[src/rtl/control_sequencer.sv]
// control_sequencer
//   Fetch/execute controller for the 8-bit shared-bus machine. A T-state
//   counter (IDLE, T1..T6, HALT) advances on the falling edge of clk so the
//   control word is settled before the rising edge on which the datapath
//   registers load. The control word is decoded combinationally from the
//   current state and the IR opcode nibble.
//
// Ports
//   clk            system clock (state advances on falling edge)
//   clr_bar        asynchronous active-low clear
//   run            start/continue request, sampled in IDLE and at end of
//                  each instruction
//   opcode[3:0]    IR upper nibble, valid from T4 onward
//   pc_clr, load_pc, pc_inc, enable_pc          PC controls (active-high)
//   load_mar_bar                                MAR load (active-low)
//   ram_read_bar, ram_write_bar, enable_ram_bar RAM controls (active-low)
//   load_ir_bar, enable_ir_bar                  IR controls (active-low)
//   load_a_bar, enable_a_bar, load_b_bar, enable_b_bar  A/B controls
//   add_sub_bar    ALU mode, 1 = add, 0 = subtract
//   enable_alu_bar ALU bus drive (active-low)
//   load_out_bar   output register load (active-low)
//   t_state[5:0]   one-hot T1..T6, zero in IDLE/HALT
//   halted         high while in HALT
module control_sequencer #(
    parameter bit         EARLY_END = 1'b0,
    parameter logic [3:0] OP_LDA    = 4'b0000,
    parameter logic [3:0] OP_ADD    = 4'b0001,
    parameter logic [3:0] OP_SUB    = 4'b0010,
    parameter logic [3:0] OP_STA    = 4'b0011,
    parameter logic [3:0] OP_JMP    = 4'b0100,
    parameter logic [3:0] OP_OUT    = 4'b1110,
    parameter logic [3:0] OP_HLT    = 4'b1111
) (
    input  logic       clk,
    input  logic       clr_bar,
    input  logic       run,
    input  logic [3:0] opcode,
    output logic       pc_clr,
    output logic       load_pc,
    output logic       pc_inc,
    output logic       enable_pc,
    output logic       load_mar_bar,
    output logic       ram_read_bar,
    output logic       ram_write_bar,
    output logic       enable_ram_bar,
    output logic       load_ir_bar,
    output logic       enable_ir_bar,
    output logic       load_a_bar,
    output logic       enable_a_bar,
    output logic       load_b_bar,
    output logic       enable_b_bar,
    output logic       add_sub_bar,
    output logic       enable_alu_bar,
    output logic       load_out_bar,
    output logic [5:0] t_state,
    output logic       halted
);

    typedef enum logic [2:0] {
        S_IDLE, S_T1, S_T2, S_T3, S_T4, S_T5, S_T6, S_HALT
    } state_t;

    state_t state, state_nx;
    logic   last_state;
    logic   is_nop;

    assign is_nop = !(opcode == OP_LDA || opcode == OP_ADD || opcode == OP_SUB ||
                      opcode == OP_STA || opcode == OP_JMP || opcode == OP_OUT ||
                      opcode == OP_HLT);

    // Falling-edge state register: control word settles half a cycle
    // ahead of the datapath's rising-edge loads.
    always_ff @(negedge clk or negedge clr_bar) begin
        if (!clr_bar) state <= S_IDLE;
        else          state <= state_nx;
    end

    always_comb begin
        state_nx   = state;
        last_state = 1'b0;
        case (state)
            S_IDLE: state_nx = run ? S_T1 : S_IDLE;
            S_T1:   state_nx = S_T2;
            S_T2:   state_nx = S_T3;
            S_T3: begin
                state_nx = S_T4;
                if (EARLY_END && is_nop) last_state = 1'b1;
            end
            S_T4: begin
                if (opcode == OP_HLT) begin
                    state_nx = S_HALT;
                end else begin
                    state_nx = S_T5;
                    if (EARLY_END && (opcode == OP_JMP || opcode == OP_OUT))
                        last_state = 1'b1;
                end
            end
            S_T5: begin
                state_nx = S_T6;
                if (EARLY_END && (opcode == OP_LDA || opcode == OP_STA))
                    last_state = 1'b1;
            end
            S_T6:   last_state = 1'b1;
            S_HALT: state_nx = S_HALT;
            default: state_nx = S_IDLE;
        endcase
        // run only matters at instruction boundaries
        if (last_state) state_nx = run ? S_T1 : S_IDLE;
    end

    always_comb begin
        pc_clr         = ~clr_bar;
        load_pc        = 1'b0;
        pc_inc         = 1'b0;
        enable_pc      = 1'b0;
        load_mar_bar   = 1'b1;
        ram_read_bar   = 1'b1;
        ram_write_bar  = 1'b1;
        enable_ram_bar = 1'b1;
        load_ir_bar    = 1'b1;
        enable_ir_bar  = 1'b1;
        load_a_bar     = 1'b1;
        enable_a_bar   = 1'b1;
        load_b_bar     = 1'b1;
        enable_b_bar   = 1'b1;
        add_sub_bar    = 1'b1;
        enable_alu_bar = 1'b1;
        load_out_bar   = 1'b1;
        t_state        = '0;
        halted         = 1'b0;
        // Gated by clr_bar so no control pulse outlives the reset edge,
        // even transiently before the state register clears.
        if (clr_bar) begin
            case (state)
                S_T1: begin
                    t_state      = 6'b000001;
                    enable_pc    = 1'b1;
                    load_mar_bar = 1'b0;
                end
                S_T2: begin
                    t_state = 6'b000010;
                    pc_inc  = 1'b1;
                end
                S_T3: begin
                    t_state        = 6'b000100;
                    ram_read_bar   = 1'b0;
                    enable_ram_bar = 1'b0;
                    load_ir_bar    = 1'b0;
                end
                S_T4: begin
                    t_state = 6'b001000;
                    if (opcode == OP_LDA || opcode == OP_ADD ||
                        opcode == OP_SUB || opcode == OP_STA) begin
                        enable_ir_bar = 1'b0;
                        load_mar_bar  = 1'b0;
                    end else if (opcode == OP_JMP) begin
                        enable_ir_bar = 1'b0;
                        load_pc       = 1'b1;
                    end else if (opcode == OP_OUT) begin
                        enable_a_bar = 1'b0;
                        load_out_bar = 1'b0;
                    end
                end
                S_T5: begin
                    t_state = 6'b010000;
                    if (opcode == OP_LDA) begin
                        ram_read_bar   = 1'b0;
                        enable_ram_bar = 1'b0;
                        load_a_bar     = 1'b0;
                    end else if (opcode == OP_ADD || opcode == OP_SUB) begin
                        ram_read_bar   = 1'b0;
                        enable_ram_bar = 1'b0;
                        load_b_bar     = 1'b0;
                    end else if (opcode == OP_STA) begin
                        enable_a_bar  = 1'b0;
                        ram_write_bar = 1'b0;
                    end
                end
                S_T6: begin
                    t_state = 6'b100000;
                    if (opcode == OP_ADD || opcode == OP_SUB) begin
                        enable_alu_bar = 1'b0;
                        load_a_bar     = 1'b0;
                        add_sub_bar    = (opcode == OP_ADD);
                    end
                end
                S_HALT: halted = 1'b1;
                default: ;
            endcase
        end
    end

endmodule

[config.mk]
export PLATFORM = sky130hd
export DESIGN_NAME = control_sequencer
export DESIGN_NICKNAME = d
export VERILOG_FILES = /design/src/rtl/control_sequencer.sv
export SDC_FILE = /design/constraint.sdc
export NUM_CORES = 1
export LEC_CHECK = 0
export CORE_AREA = 2 2 39 41
export CTS_BUF_LIST = sky130_fd_sc_hd__clkbuf_2 sky130_fd_sc_hd__clkbuf_4 sky130_fd_sc_hd__clkbuf_8
export CTS_CLUSTER_SIZE = 14
export DETAILED_ROUTE_END_ITERATION = 8
export DIE_AREA = 0 0 41 43
export PLACE_DENSITY_LB_ADDON = 0.05
export SLEW_MARGIN = 30
export SYNTH_ARGS = -nofsm -noshare
export SYNTH_HDL_FRONTEND = slang
export SYNTH_SLANG_ARGS = --single-unit
[constraint.sdc]
create_clock -name clk -period 1.6 [get_ports clk]
set_clock_uncertainty 0.15 [all_clocks]
set_input_delay 0.16 -clock clk [delete_from_list [all_inputs] [get_ports clk]]
set_output_delay 0.16 -clock clk [all_outputs]
set_load 0.03 [all_outputs]
run_1/cell_classes.png
Scale bar: 10 um. Fill, decap, tap and diode cells in grey.
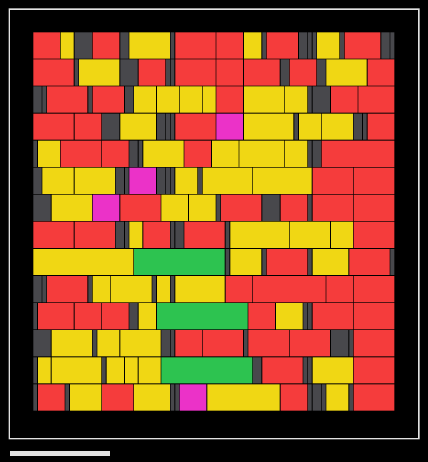
green -> flip-flops  # cells 3
magenta -> clock drivers and dummy loads  # cells 4
red -> other buffers and delay cells  # cells 62
yellow -> all other logic  # cells 55
post-layout instance area: 1244 um^2
Finished Core Util: 0.8987

run_1/final_placement.png
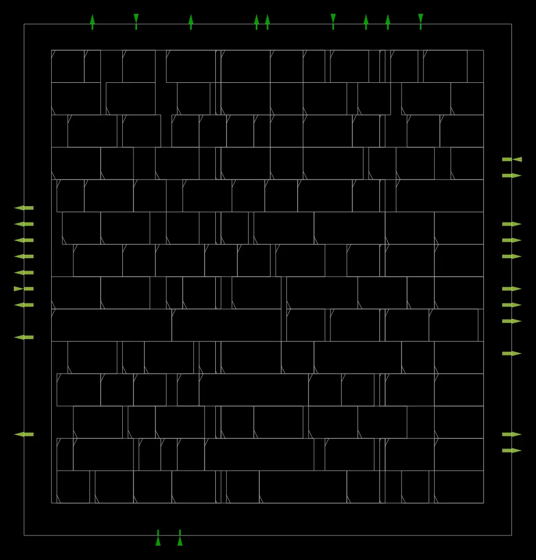
tap cell count: 16
non-filler instance count after layout: 140

==> reports/summary.log, run 1 <==
[finish] max FFs per register 3
[finish] number of ordinary inverters in the final layout 5
[critical_path] endpoint of the worst-slack reg-to-reg timing path state[1]
[clocking] Worst-path clk slew 0.03 ns
[power] Leakage Power 0.5694 nW
[critical_path] peak fanout along the critical path 4
[clocking] cell at the root of the clock tree sky130_fd_sc_hd__clkbuf_4
[critical_path] Crit. path cell count 5
[routing] uppermost layer routed met4
[final_timing] worst setup slack after layout -1.068 ns
[finish] number of nets in the layout 132
[logic_synthesis] mean instance size in the synthesized netlist 6.910 um^2
[logic_synthesis] Synthesized Nets 72
[logic_synthesis] main flop type after synthesis sky130_fd_sc_hd__dfrtn_1
[logic_synthesis] ranking of synthesized cells by instance count sky130_fd_sc_hd__nor2_1 (10), sky130_fd_sc_hd__buf_4 (5), sky130_fd_sc_hd__inv_1 (5), sky130_fd_sc_hd__nand2_1 (5)
[run] max-capacitance violation count 0
[clocking] CTS tree done
[routing] met3 wire len 133 um
[run_status] failing checks negative setup slack
[die] initial standard-cell utilization of the core 0.3246
[clocking] deepest level of the CTS H-tree 1
[power] power per cell area 1601 nW/um^2
[logic_synthesis] post-synthesis sequential element count 3
[global_route] met1 Usage GRT 0.2686
[logic_synthesis] Synth async-reset ratio 1.000
[clocking] clock buffer depth 2
[power] share of total power in combinational logic 0.839
[final_timing] Sum Neg Setup Slack -20.58 ns
[power] Max IR drop VDD 0.001198 V
[logic_synthesis] Netlist cell types 32
[routing] number of remaining DRC errors 0
[min_path] hold path startpoint state[0]
[logic_synthesis] Synth area leaders sky130_fd_sc_hd__dfrtn_1 (17%), sky130_fd_sc_hd__buf_4 (8.4%), sky130_fd_sc_hd__nor2_1 (8.4%)
[finish] number of logic gates 50
[logic_synthesis] Post-Synthesis Cells 65
[die] die span in y 43 um
[run] number of warnings the tools reported 29
[die] Placeable Area 1384 um^2
[finish] Area-dominant class buffers
[critical_path] setup slack of the most critical reg-to-reg path 0.22 ns
[finish] Combinational Area 480.5 um^2
[clocking] number of clock buffers inserted by TritonCTS 3
[global_route] pin count of the biggest net entering global routing 10
[routing] routed length on met1 834 um
[min_path] worst min-delay path endpoint state[0]
[final_timing] number of max-slew violations in the final report 0
[critical_path] CP cell instances buf_6, nand2_8, nor4_2, nand2_2, dlygate4sd2_1
[critical_path] crit path launch type register
[finish] fraction of area in clock buffers and inverters 0.02414
[logic_synthesis] yosys simple share 0.4290
[clocking] # hold bufs at CTS 0
[power] Total Power 0.001992 W
[global_route] via count of the first global-routing pass 641
[final_timing] final setup violation count 22
[clocking] setup repair bufs after CTS 5
[finish] fraction of layout instances using a drive strength above 1 0.7177
[finish] bufs w/o clock 62
[run_status] run status finished with violations
[place] final estimated routing congestion in global placement 0.7768
[finish] registers with the highest flip-flop counts state: 3 flops
[min_path] worst hold path type register to register
[die] top-level port count 31
[clocking] number of gates resized after CTS 42
[critical_path] WP buf/inv 2
[routing] Vias per Instance 5.236
[power] Top power group combinational cells
[critical_path] reg-to-reg startpoint state[1]
[finish] fraction of standard cell area that is sequential 0.06036
[clocking] clock network latency to the later pin of the worst-skew pair 0.26 ns
run_1/gate_families.png
Scale bar: 10 um.
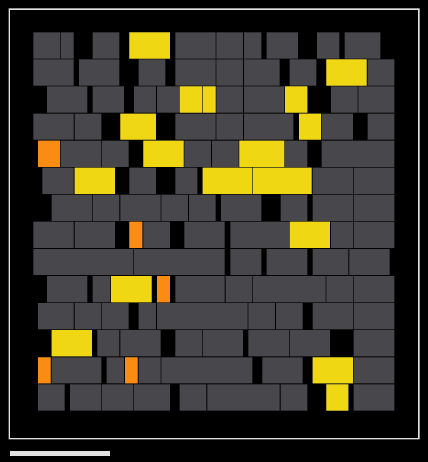
orange -> inverters  # cells 5, most used inv_1
yellow -> NOR gates  # cells 17, most used nor2_4
multi-input logic portion of the cell area: 0.3863
most frequent logic cell in the layout: sky130_fd_sc_hd__buf_6

run_1/metal_stack.png
Scale bar: 10 um.
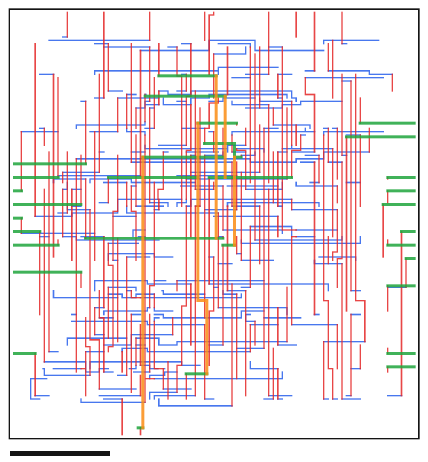
blue -> met1  # wire length 834 um
green -> met3  # wire length 134 um
red -> met2  # wire length 1230 um
orange -> met4  # wire length 86.6 um
total via count in the routed design: 733
detail-routed net length per standard cell: 16.30 um

==> run 1 -> run 2 <==
Settings changed: MAX_ROUTING_LAYER set to met4, PLACE_DENSITY set to 0.77, PLACE_DENSITY_LB_ADDON 0.05 to not set, REMOVE_ABC_BUFFERS set to 1.
==> reports/summary.log, run 2 <==
[run_status] run status finished with violations
[run_status] failing checks negative setup slack
[die] die span in y 43 um
[routing] routed length on met1 842 um
[routing] number of remaining DRC errors 0
[clocking] clock network latency to the later pin of the worst-skew pair 0.26 ns
[routing] met3 wire len 169 um
[clocking] deepest level of the CTS H-tree 1
[finish] non-filler instance count after layout 142
[run] max-capacitance violation count 0
[clocking] setup repair bufs after CTS 6
[critical_path] endpoint of the worst-slack reg-to-reg timing path state[1]
[routing] detail-routed net length per standard cell 16.96 um
[critical_path] WP buf/inv 2
[die] tap cell count 16
[min_path] worst hold path type register to register
[critical_path] crit path launch type register
[power] Leakage Power 0.5425 nW
[die] Placeable Area 1384 um^2
[logic_synthesis] Synth area leaders sky130_fd_sc_hd__dfrtn_1 (17%), sky130_fd_sc_hd__buf_4 (8.4%), sky130_fd_sc_hd__nor2_1 (8.4%)
[critical_path] setup slack of the most critical reg-to-reg path 0.07 ns
[final_timing] number of max-slew violations in the final report 0
[logic_synthesis] post-synthesis sequential element count 3
[global_route] met1 Usage GRT 0.2637
[routing] Vias per Instance 5.380
[logic_synthesis] Post-synth mux share 0
[clocking] clock buffer depth 2
[clocking] number of clock buffers inserted by TritonCTS 3
[routing] uppermost layer routed met4
[final_timing] worst setup slack after layout -1.056 ns
[finish] multi-input logic portion of the cell area 0.3674
[logic_synthesis] Post-Synthesis Cells 65
[logic_synthesis] Synth async-reset ratio 1.000
[critical_path] Crit. path cell count 5
[finish] Combinational Area 422.9 um^2
[power] Top power group combinational cells
[final_timing] Sum Neg Setup Slack -20.24 ns
[logic_synthesis] mean instance size in the synthesized netlist 6.910 um^2
[critical_path] reg-to-reg startpoint state[0]
[min_path] hold path startpoint state[0]
[logic_synthesis] yosys simple share 0.4290
[power] Max IR drop VDD 0.0009993 V
[finish] number of nets in the layout 134
[finish] number of ordinary inverters in the final layout 5
[clocking] cell at the root of the clock tree sky130_fd_sc_hd__clkbuf_4
[finish] bufs w/o clock 64
[power] share of total power in combinational logic 0.812
[power] Total Power 0.001839 W
[logic_synthesis] main flop type after synthesis sky130_fd_sc_hd__dfrtn_1
[finish] fraction of layout instances using a drive strength above 1 0.6825
[power] power per cell area 1598 nW/um^2
[critical_path] peak fanout along the critical path 5
[routing] total via count in the routed design 764
[logic_synthesis] ranking of synthesized cells by instance count sky130_fd_sc_hd__nor2_1 (10), sky130_fd_sc_hd__buf_4 (5), sky130_fd_sc_hd__inv_1 (5), sky130_fd_sc_hd__nand2_1 (5)
[critical_path] CP cell instances buf_6, nand2b_4, a21oi_2, a21bo_1, buf_6
[finish] number of logic gates 50
[final_timing] final setup violation count 22
[die] initial standard-cell utilization of the core 0.3246
[finish] post-layout instance area 1151 um^2
[finish] Area-dominant class buffers
[place] final estimated routing congestion in global placement 0.9418
[clocking] Worst-path clk slew 0.04 ns
[logic_synthesis] Netlist cell types 32
[run] number of warnings the tools reported 27
[finish] registers with the highest flip-flop counts state: 3 flops
[finish] most frequent logic cell in the layout sky130_fd_sc_hd__buf_4
run_2/final_placement.png
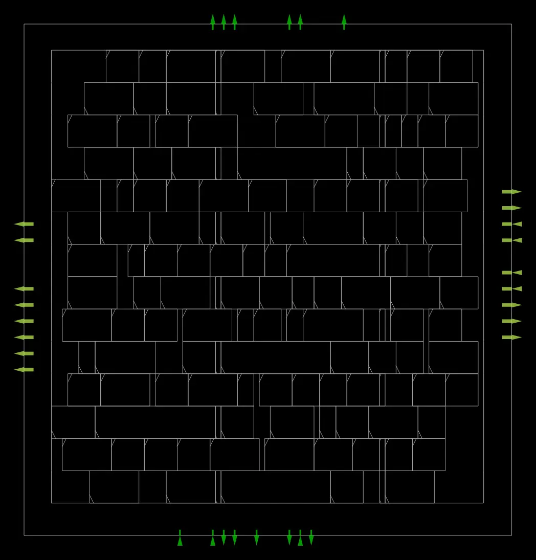
row count: 14
Finished Core Util: 0.8318
layout sequential cell count: 3
fraction of standard cell area that is sequential: 0.06522

==> run 2 -> run 3 <==
Settings changed: CTS_CLUSTER_SIZE 14 to not set.
==> reports/summary.log, run 3 <==
[clocking] clock buffer depth 2
[logic_synthesis] mean instance size in the synthesized netlist 6.910 um^2
[clocking] setup repair bufs after CTS 6
[clocking] cell at the root of the clock tree sky130_fd_sc_hd__clkbuf_4
[critical_path] crit path launch type register
[clocking] number of clock buffers inserted by TritonCTS 3
[power] share of total power in combinational logic 0.812
[critical_path] WP buf/inv 2
[run_status] failing checks negative setup slack
[logic_synthesis] Synth async-reset ratio 1.000
[finish] fraction of layout instances using a drive strength above 1 0.6825
[finish] fraction of standard cell area that is sequential 0.06522
[critical_path] endpoint of the worst-slack reg-to-reg timing path state[1]
[clocking] deepest level of the CTS H-tree 1
[clocking] Worst-path clk slew 0.04 ns
[critical_path] destination of the critical timing path load_a_bar
[finish] number of logic gates 50
[finish] non-filler instance count after layout 142
[place] final estimated routing congestion in global placement 0.9418
[logic_synthesis] Post-synth mux share 0
[clocking] clock network latency to the later pin of the worst-skew pair 0.26 ns
[logic_synthesis] ranking of synthesized cells by instance count sky130_fd_sc_hd__nor2_1 (10), sky130_fd_sc_hd__buf_4 (5), sky130_fd_sc_hd__inv_1 (5), sky130_fd_sc_hd__nand2_1 (5)
[final_timing] number of max-slew violations in the final report 0
[finish] layout sequential cell count 3
[power] Max IR drop VDD 0.0009993 V
[die] tap cell count 16
[finish] fraction of area in clock buffers and inverters 0.02609
[clocking] # hold bufs at CTS 0
[routing] detail-routed net length per standard cell 16.96 um
[power] Sw Pwr 0.0008872 W
[routing] uppermost layer routed met4
[final_timing] final setup violation count 22
[die] Placeable Area 1384 um^2
[die] die span in y 43 um
[die] top-level port count 31
[final_timing] Sum Neg Setup Slack -20.24 ns
[finish] Finished Core Util 0.8318
[global_route] via count of the first global-routing pass 721
[die] row count 14
[global_route] met1 Usage GRT 0.2637
[power] Total Power 0.001839 W
[global_route] GRT Overall Usage 0.2479
[routing] number of DRC markers after the initial detailed-route iteration 30
[run] number of warnings the tools reported 27
[final_timing] worst setup slack after layout -1.056 ns
[critical_path] Crit. path cell count 5
[finish] number of nets in the layout 134
[critical_path] peak fanout along the critical path 5
[die] initial standard-cell utilization of the core 0.3246
[power] Top power group combinational cells
[routing] number of remaining DRC errors 0
[logic_synthesis] main flop type after synthesis sky130_fd_sc_hd__dfrtn_1
[power] power per cell area 1598 nW/um^2
[finish] total of fill cells in the finished design 89
[global_route] global-route layer with the greatest usage met2
[min_path] worst min-delay path endpoint state[0]
[logic_synthesis] yosys simple share 0.4290
[critical_path] CP cell instances buf_6, nand2b_4, a21oi_2, a21bo_1, buf_6
[finish] number of ordinary inverters in the final layout 5
[power] Leakage Power 0.5425 nW
[finish] Combinational Area 422.9 um^2
[routing] met3 wire len 169 um
[logic_synthesis] post-synthesis sequential element count 3
[min_path] worst hold path type register to register
[logic_synthesis] Netlist cell types 32
[finish] post-layout instance area 1151 um^2
[logic_synthesis] Post-Synthesis Cells 65
[critical_path] setup slack of the most critical reg-to-reg path 0.07 ns
[routing] routed wl met2 1361 um
[routing] routed length on met1 842 um
[global_route] pin count of the biggest net entering global routing 9
[finish] bufs w/o clock 64
[critical_path] reg-to-reg startpoint state[0]
[min_path] hold path startpoint state[0]
[clocking] number of gates resized after CTS 48
[finish] max FFs per register 3
[finish] most frequent logic cell in the layout sky130_fd_sc_hd__buf_4
[logic_synthesis] Synth area leaders sky130_fd_sc_hd__dfrtn_1 (17%), sky130_fd_sc_hd__buf_4 (8.4%), sky130_fd_sc_hd__nor2_1 (8.4%)
[finish] multi-input logic portion of the cell area 0.3674
[routing] Vias per Instance 5.380
[run_status] run status finished with violations
[finish] registers with the highest flip-flop counts state: 3 flops
[finish] Area-dominant class buffers
[clocking] CTS tree done
[finish] signal buffers share of area 0.5076
[die] total die area 1763 um^2
run_3/met1.png
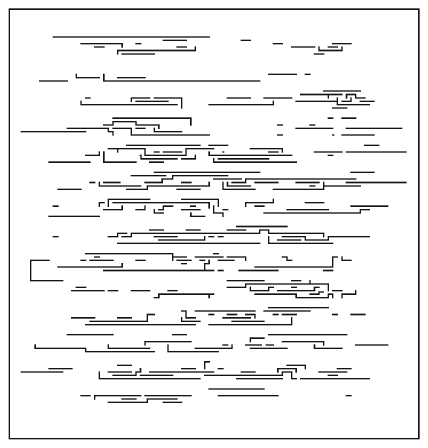
wire length on this layer = 843 um
main direction = horizontal
longest straight run = 15.6 um
share of all routed wire = 35%
total via count in the routed design: 764
sum of routed wire length over all layers: 2408 um

Power figures rest on the tool's default switching activity, not on a simulated workload.
